$ cat config.mk
export PLATFORM = sky130hd
export DESIGN_NAME = shift_add_mult_flat
export DESIGN_NICKNAME = d
export VERILOG_FILES = /design/src/rtl/shift_add_mult_pkg.sv /design/src/rtl/shift_add_mult_if.sv /design/src/rtl/mult_add_row.sv /design/src/rtl/shift_add_mult.sv /design/src/flat_wrapper.sv
export SDC_FILE = /design/constraint.sdc
export NUM_CORES = 1
export LEC_CHECK = 0
export ABC_AREA = 0
export CORE_ASPECT_RATIO = 1.1
export CORE_MARGIN = 2
export CORE_UTILIZATION = 53
export CTS_CLUSTER_DIAMETER = 150
export DETAILED_ROUTE_END_ITERATION = 10
export GPL_ROUTABILITY_DRIVEN = 0
export GPL_TIMING_DRIVEN = 0
export PLACE_DENSITY = 0.8
export SLEW_MARGIN = 30
export SYNTH_ARGS = -nofsm -noshare
export SYNTH_HDL_FRONTEND = slang
export SYNTH_SLANG_ARGS = --single-unit
export TNS_END_PERCENT = 5
$ cat constraint.sdc
create_clock -name clk -period 2.85 [get_ports clk]
set_input_delay 0.4275 -clock clk [delete_from_list [all_inputs] [get_ports clk]]
set_output_delay 0.4275 -clock clk [all_outputs]
set_load 0.01 [all_outputs]
$ cat src/rtl/shift_add_mult_pkg.sv
// Shared definitions for the iterative shift-and-add multiplier:
// state encoding and the counter-width helper.
package shift_add_mult_pkg;

  typedef enum logic [1:0] {
    ST_IDLE = 2'd0,
    ST_RUN  = 2'd1,
    ST_DONE = 2'd2
  } state_t;

  // Number of bits needed to count 0..value-1; bounded loop keeps it elaboration-friendly.
  function automatic int clog2(input int value);
    int result;
    result = 0;
    for (int i = 0; i < 31; i++) begin
      if ((1 << i) < value) result = i + 1;
    end
    return result;
  endfunction

endpackage

$ cat src/rtl/shift_add_mult_if.sv
// Start/result handshake bundle between a requester and the multiplier.
interface shift_add_mult_if #(
  parameter int WIDTH = 8
);

  logic                   start;
  logic [WIDTH-1:0]       a;
  logic [WIDTH-1:0]       b;
  logic                   ready;
  logic                   busy;
  logic                   done;
  logic [2*WIDTH-1:0]     product;

  modport master (
    output start, a, b,
    input  ready, busy, done, product
  );

  modport slave (
    input  start, a, b,
    output ready, busy, done, product
  );

endinterface

$ cat src/rtl/mult_add_row.sv
// Combinational (WIDTH+1)-bit conditional adder: adds the multiplicand to the
// running high word only when the current multiplier bit is set.
module mult_add_row #(
  parameter int WIDTH = 8
) (
  input  logic [WIDTH:0]   hi,
  input  logic [WIDTH-1:0] mcand,
  input  logic             sel,
  output logic [WIDTH:0]   sum
);

  logic [WIDTH:0] addend;

  always_comb begin
    addend = sel ? {1'b0, mcand} : '0;
    sum    = hi + addend;
  end

endmodule

$ cat src/rtl/shift_add_mult.sv
// Radix-2 shift-and-add unsigned multiplier: one multiplier bit per clock,
// fixed WIDTH-cycle run, registered product with a one-cycle done pulse.
module shift_add_mult
  import shift_add_mult_pkg::*;
#(
  parameter int WIDTH = 8
) (
  input  logic             clk,
  input  logic             rst_n,
  shift_add_mult_if.slave  bus
);

  localparam int CNT_W = clog2(WIDTH);

  state_t               state;
  state_t               state_next;
  logic [WIDTH-1:0]     mcand;
  logic [WIDTH:0]       hi;
  logic [WIDTH-1:0]     lo;
  logic [WIDTH:0]       sum;
  logic [CNT_W-1:0]     cnt;
  logic [2*WIDTH-1:0]   product_q;
  logic                 last;

  assign last = (cnt == CNT_W'(WIDTH - 1));

  mult_add_row #(
    .WIDTH (WIDTH)
  ) u_add_row (
    .hi    (hi),
    .mcand (mcand),
    .sel   (lo[0]),
    .sum   (sum)
  );

  always_ff @(posedge clk or negedge rst_n) begin
    if (!rst_n) state <= ST_IDLE;
    else        state <= state_next;
  end

  always_comb begin
    state_next = ST_IDLE;
    case (state)
      ST_IDLE: state_next = bus.start ? ST_RUN : ST_IDLE;
      ST_RUN:  state_next = last ? ST_DONE : ST_RUN;
      ST_DONE: state_next = ST_IDLE;
      default: state_next = ST_IDLE;
    endcase
  end

  // The unused code 2'd3 falls into the default arm and looks like IDLE.
  always_comb begin
    bus.ready = 1'b0;
    bus.busy  = 1'b0;
    bus.done  = 1'b0;
    case (state)
      ST_RUN:  bus.busy  = 1'b1;
      ST_DONE: bus.done  = 1'b1;
      default: bus.ready = 1'b1;
    endcase
  end

  // The final product is the post-shift {hi,lo} with the always-zero guard bit dropped.
  always_ff @(posedge clk or negedge rst_n) begin
    if (!rst_n) begin
      mcand     <= '0;
      hi        <= '0;
      lo        <= '0;
      cnt       <= '0;
      product_q <= '0;
    end else begin
      case (state)
        ST_IDLE: begin
          if (bus.start) begin
            mcand <= bus.a;
            hi    <= '0;
            lo    <= bus.b;
            cnt   <= '0;
          end
        end
        ST_RUN: begin
          {hi, lo} <= {1'b0, sum, lo[WIDTH-1:1]};
          cnt      <= cnt + 1'b1;
          if (last) product_q <= {sum, lo[WIDTH-1:1]};
        end
        default: ;
      endcase
    end
  end

  assign bus.product = product_q;

endmodule

$ cat src/flat_wrapper.sv
// flat-port wrapper written by rule: the top's interface ports become plain ports
module shift_add_mult_flat import shift_add_mult_pkg::*;
#(
  parameter int WIDTH = 8
)
  (clk, rst_n, bus_start, bus_a, bus_b, bus_ready, bus_busy, bus_done, bus_product);
  shift_add_mult_if #(.WIDTH(WIDTH)) bus_i ();
  input  logic clk;
  input  logic rst_n;
  input wire logic [$bits(bus_i.start)-1:0] bus_start;
  input wire logic [$bits(bus_i.a)-1:0] bus_a;
  input wire logic [$bits(bus_i.b)-1:0] bus_b;
  output wire logic [$bits(bus_i.ready)-1:0] bus_ready;
  output wire logic [$bits(bus_i.busy)-1:0] bus_busy;
  output wire logic [$bits(bus_i.done)-1:0] bus_done;
  output wire logic [$bits(bus_i.product)-1:0] bus_product;
  assign bus_i.start = bus_start;
  assign bus_i.a = bus_a;
  assign bus_i.b = bus_b;
  assign bus_ready = bus_i.ready;
  assign bus_busy = bus_i.busy;
  assign bus_done = bus_i.done;
  assign bus_product = bus_i.product;
  shift_add_mult #(.WIDTH(WIDTH)) u_core (.clk(clk), .rst_n(rst_n), .bus(bus_i));
endmodule
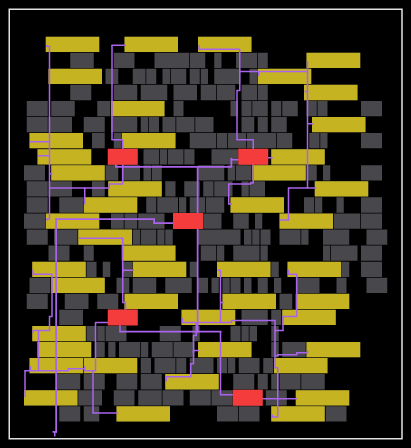
(run_1/clk_routes.png)
clock drivers: drawn in red, count 5. clock wires: drawn in purple, length 502 um. flip-flops: drawn in yellow, count 45.
Position of the flops: spread over the die. There are 6 routed clock nets.
skew final: 6.629 ps
Clock net power: 0.389 mW

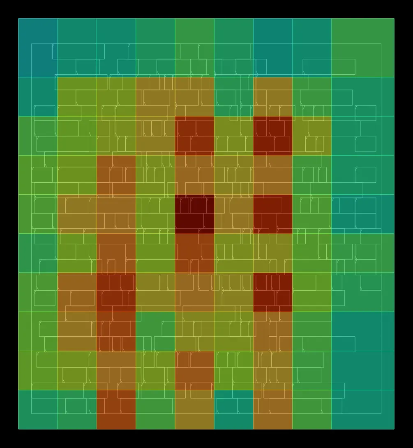
(run_1/congestion.png)
met3 usage: 4.186%
fin util: 69.00%
routed len/inst: 14.93 um
GRT met1 Usage: 29.13%

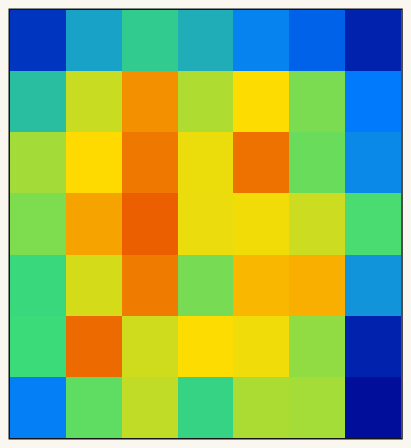
(run_1/cell_density.png)
7 x 7 tiles, from dark blue (low) to red (high), 0 to 100% covered.
20% of the tiles are over 75% full. The emptiest ninth of the die: north-east. The mean over all tiles is 56%.
fp util: 56.09%
core box area: 4024 um2

==> results.toml, run 1 <==
# yosys + openroad results
[worst_setup_path]
slowest_delay_ps = 450
reg2reg_depth = 7
critPathLaunchType = "flip-flop"
path_buffers = 0
cp.required_ps = 3040
rrSetupSlack_ps = 580
cp-startpoint = "u_core.lo[0]"

[global_route]
gr-usage-met2_pct = 33.89
overflow = 0

[timing]
hold_viol = 0
maxSlewViolCount = 0
setup_ws_ps = 583.7
layout_worst_path_cycle_share_pct = 79.52

[layout]
flop-count = 45
instances_no_fill = 302
regArea_um2 = 1126
layout.cells.most_common_list = "dfrtp_1 (45), clkdlybuf4s50_1 (36), nand2_1 (30), o21ai_0 (20), mux2_2 (17)"
comb_share_pct = 38.67
num-nets-final = 283
lay_top_count = "dfrtp_1"

[yosys]
top_logic_kind = "AND-OR/OR-AND gates"
top_area_cell = "dfrtp_1"
async_flop_share_pct = 100.0
ys_top_cells_by_count = "dfrtp_1 (45), nand2_1 (30), o21ai_0 (20)"
yosys-stat-area_um2 = 2257
adder_share_pct = 8.093
aoi_share_pct = 13.41
postSynthAreaPerCell_um2 = 10.96
fp_nets = 239
ys_warn_count = 0
ys_sh_xor_pct = 1.164

[pwr]
p_seq_share_pct = 38.1
power.group.top = "combinational logic"
combPwrFrac_pct = 47.7

[die]
taps = 52

[drt]
wl_met1_um = 2078
drtIter0Drc = 82
route.detailed.drc = 0
vias = 1674
ant_nets = 0

[outcome]
status = "finished clean"

[clock_network]
ctsHoldBuffers = 0
==> run_1/logic_types.png <==
Scale bar: 20 um.
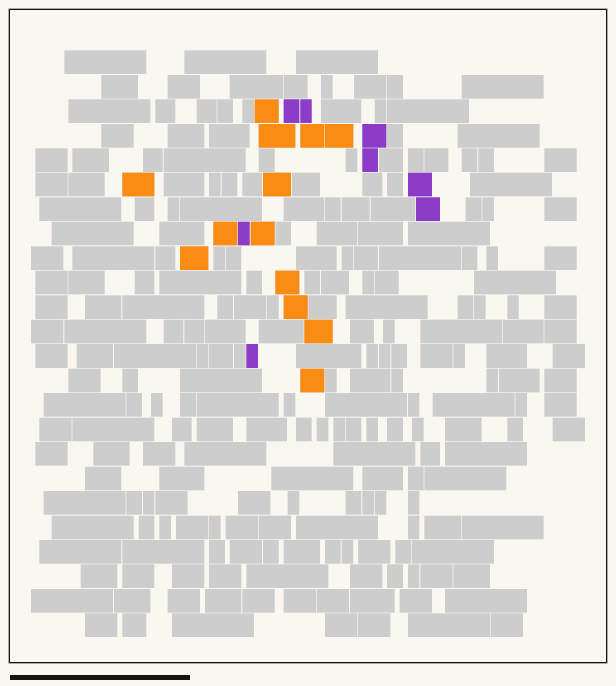

==> run 1 -> run 2 <==
Clock period 2.85 ns to 2.1 ns, I/O delays scaled along.
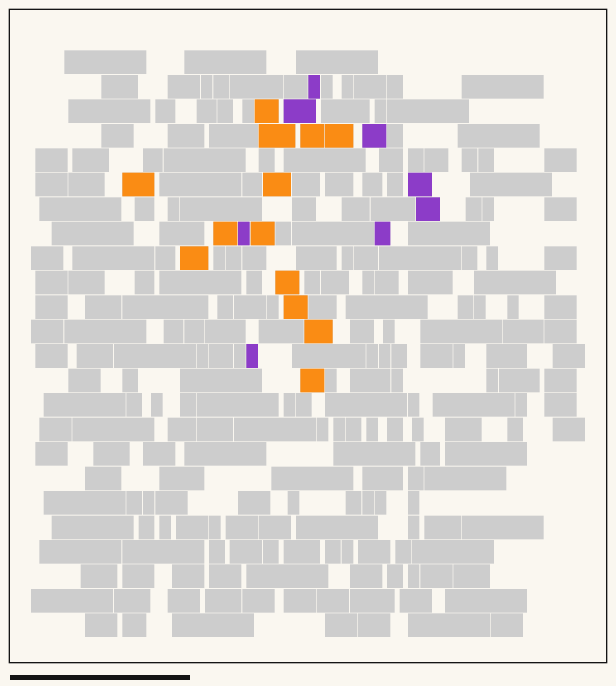
(run_2/logic_types.png)
Scale bar: 20 um.
nor cells: drawn in purple, cells 8. non-inverting ao/oa cells: drawn in orange, cells 13, most used a21o_1.
Top cell excl fill/tap: dfrtp_1
logic share of the area: 39.92%
Finished Layout Cells: 304

==> run 2 against run 1 <==
Net effect: clock skew about the same; design area increased by 3.1%; clock power increased by 38%; setup slack got worse by 540 ps; area after synthesis unchanged; critical path depth unchanged; global-route usage increased by 0.30 points; count of clock-buffer cells in the layout unchanged; worst hold slack got worse by 120 ps; critical endpoint is now u_core.hi[6].
==> results.toml, run 2 <==
# yosys + openroad results
[outcome]
status = "finished clean"

[layout]
flop-count = 45
regArea_um2 = 1127
fin_util_pct = 71.11
layout.cells.most_common_list = "dfrtp_1 (44), clkdlybuf4s50_1 (36), nand2_1 (30), o21ai_0 (20), mux2_2 (17)"
num-nets-final = 285

[die]
taps = 52
fp_util_pct = 56.09
core_um2 = 4024

[worst_setup_path]
rrSetupSlack_ps = 40
critPathLaunchType = "flip-flop"
cp.required_ps = 2280
reg2reg_depth = 7
slowest_delay_ps = 430
cp-startpoint = "u_core.lo[0]"
path_max_fanout = 7
path_buffers = 1

[yosys]
top_logic_kind = "AND-OR/OR-AND gates"
ys_warn_count = 0
postSynthAreaPerCell_um2 = 10.96
async_flop_share_pct = 100.0
adder_share_pct = 8.093
fp_nets = 239
ys_sh_xor_pct = 1.164
ys_top_cells_by_count = "dfrtp_1 (45), nand2_1 (30), o21ai_0 (20)"
yosys-stat-area_um2 = 2257

[drt]
wl_met1_um = 2128
route.detailed.drc = 0
wl_per_cell_um = 15.17
drtIter0Drc = 91
vias = 1657

[pwr]
p_seq_share_pct = 36.9
power.group.top = "combinational logic"

[timing]
setup_ws_ps = 40.41
hold_viol = 0
maxSlewViolCount = 0

[clock_network]
ctsHoldBuffers = 0

[global_route]
overflow = 0
met1_usage_pct = 29.86
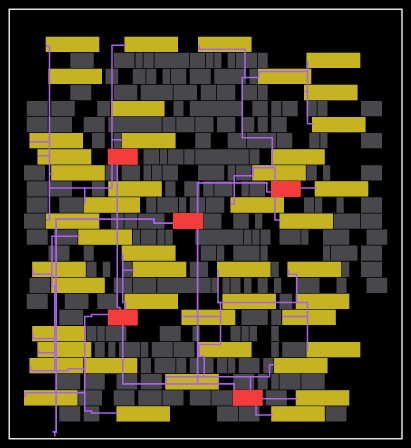
(run_2/clk_routes.png)
flip-flops: drawn in yellow, count 45. clock drivers: drawn in red, count 5. clock wires: drawn in purple, length 545 um.
There are 6 routed clock nets. Position of the flops: spread over the die.
Clk pwr share: 13.8%
skew final: 6.351 ps
Clock net power: 0.536 mW
Latency at later pin: 300 ps

==> run_2/congestion.png <==
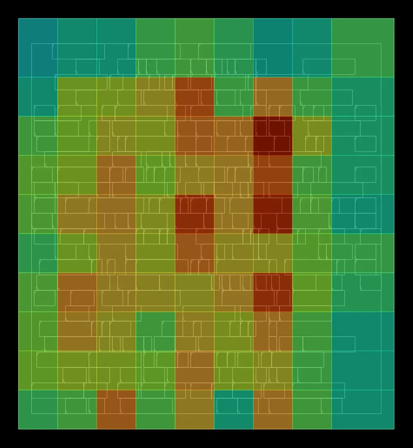

==> run 2 -> run 3 <==
Clock period 2.1 ns to 2.3 ns, I/O delays scaled along.
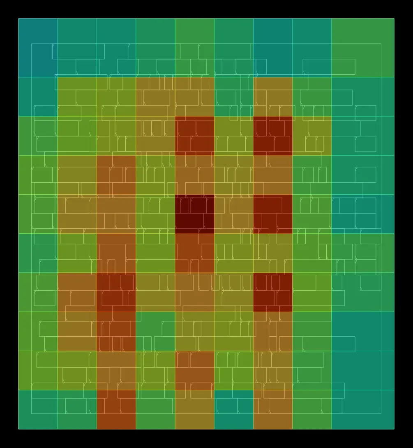
(run_3/congestion.png)
met2 usage: 33.89%
All-Layer GR Usage: 21.63%

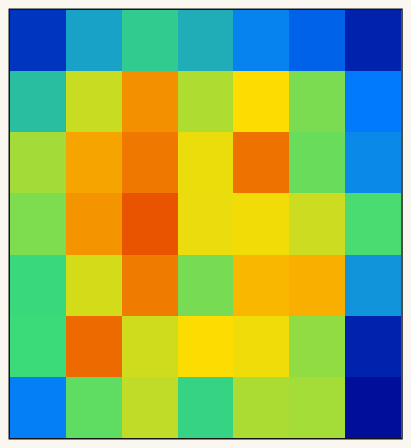
(run_3/cell_density.png)
7 x 7 tiles, from dark blue (low) to red (high), 0 to 100% covered.
The fullest tile reaches 90%. The emptiest ninth of the die: north-east. 20% of the tiles are over 75% full. The densest ninth of the die: center. The mean over all tiles is 57%.
fin util: 69.22%

==> run 3 against run 2 <==
Net effect: first-iteration DRC count fell by 20%; design area fell by 2.7%; cell count fell by 0.33%; worst hold slack improved by 28 ps; global-route usage fell by 0.30 points; die size did not move.
==> results.toml, run 3 <==
# yosys + openroad results
[pwr]
clk-power_mw = 0.489
combPwrFrac_pct = 47.9
clkPwrFrac_pct = 14.3

[layout]
lay_top_count = "dfrtp_1"
flop-count = 45
instances_no_fill = 303
regArea_um2 = 1127
num-nets-final = 284
comb_share_pct = 38.54

[timing]
maxSlewViolCount = 0
setup_ws_ps = 80.80
fin_worst_skew_ps = 5.337

[global_route]
overflow = 0

[outcome]
status = "finished clean"

[worst_setup_path]
reg2reg_depth = 7
path_max_fanout = 5
slowest_delay_ps = 430
cp-startpoint = "u_core.lo[0]"
cp.required_ps = 2500

[yosys]
aoi_share_pct = 13.41
postSynthAreaPerCell_um2 = 10.96
ys_sh_xor_pct = 1.164
fp_nets = 239
async_flop_share_pct = 100.0
yosys-stat-area_um2 = 2257

[drt]
wl_per_cell_um = 14.95
vias = 1685
ant_nets = 0
wl_met1_um = 2072
drtIter0Drc = 73

[die]
fp_util_pct = 56.09
Power and IR drop assume default switching activity.
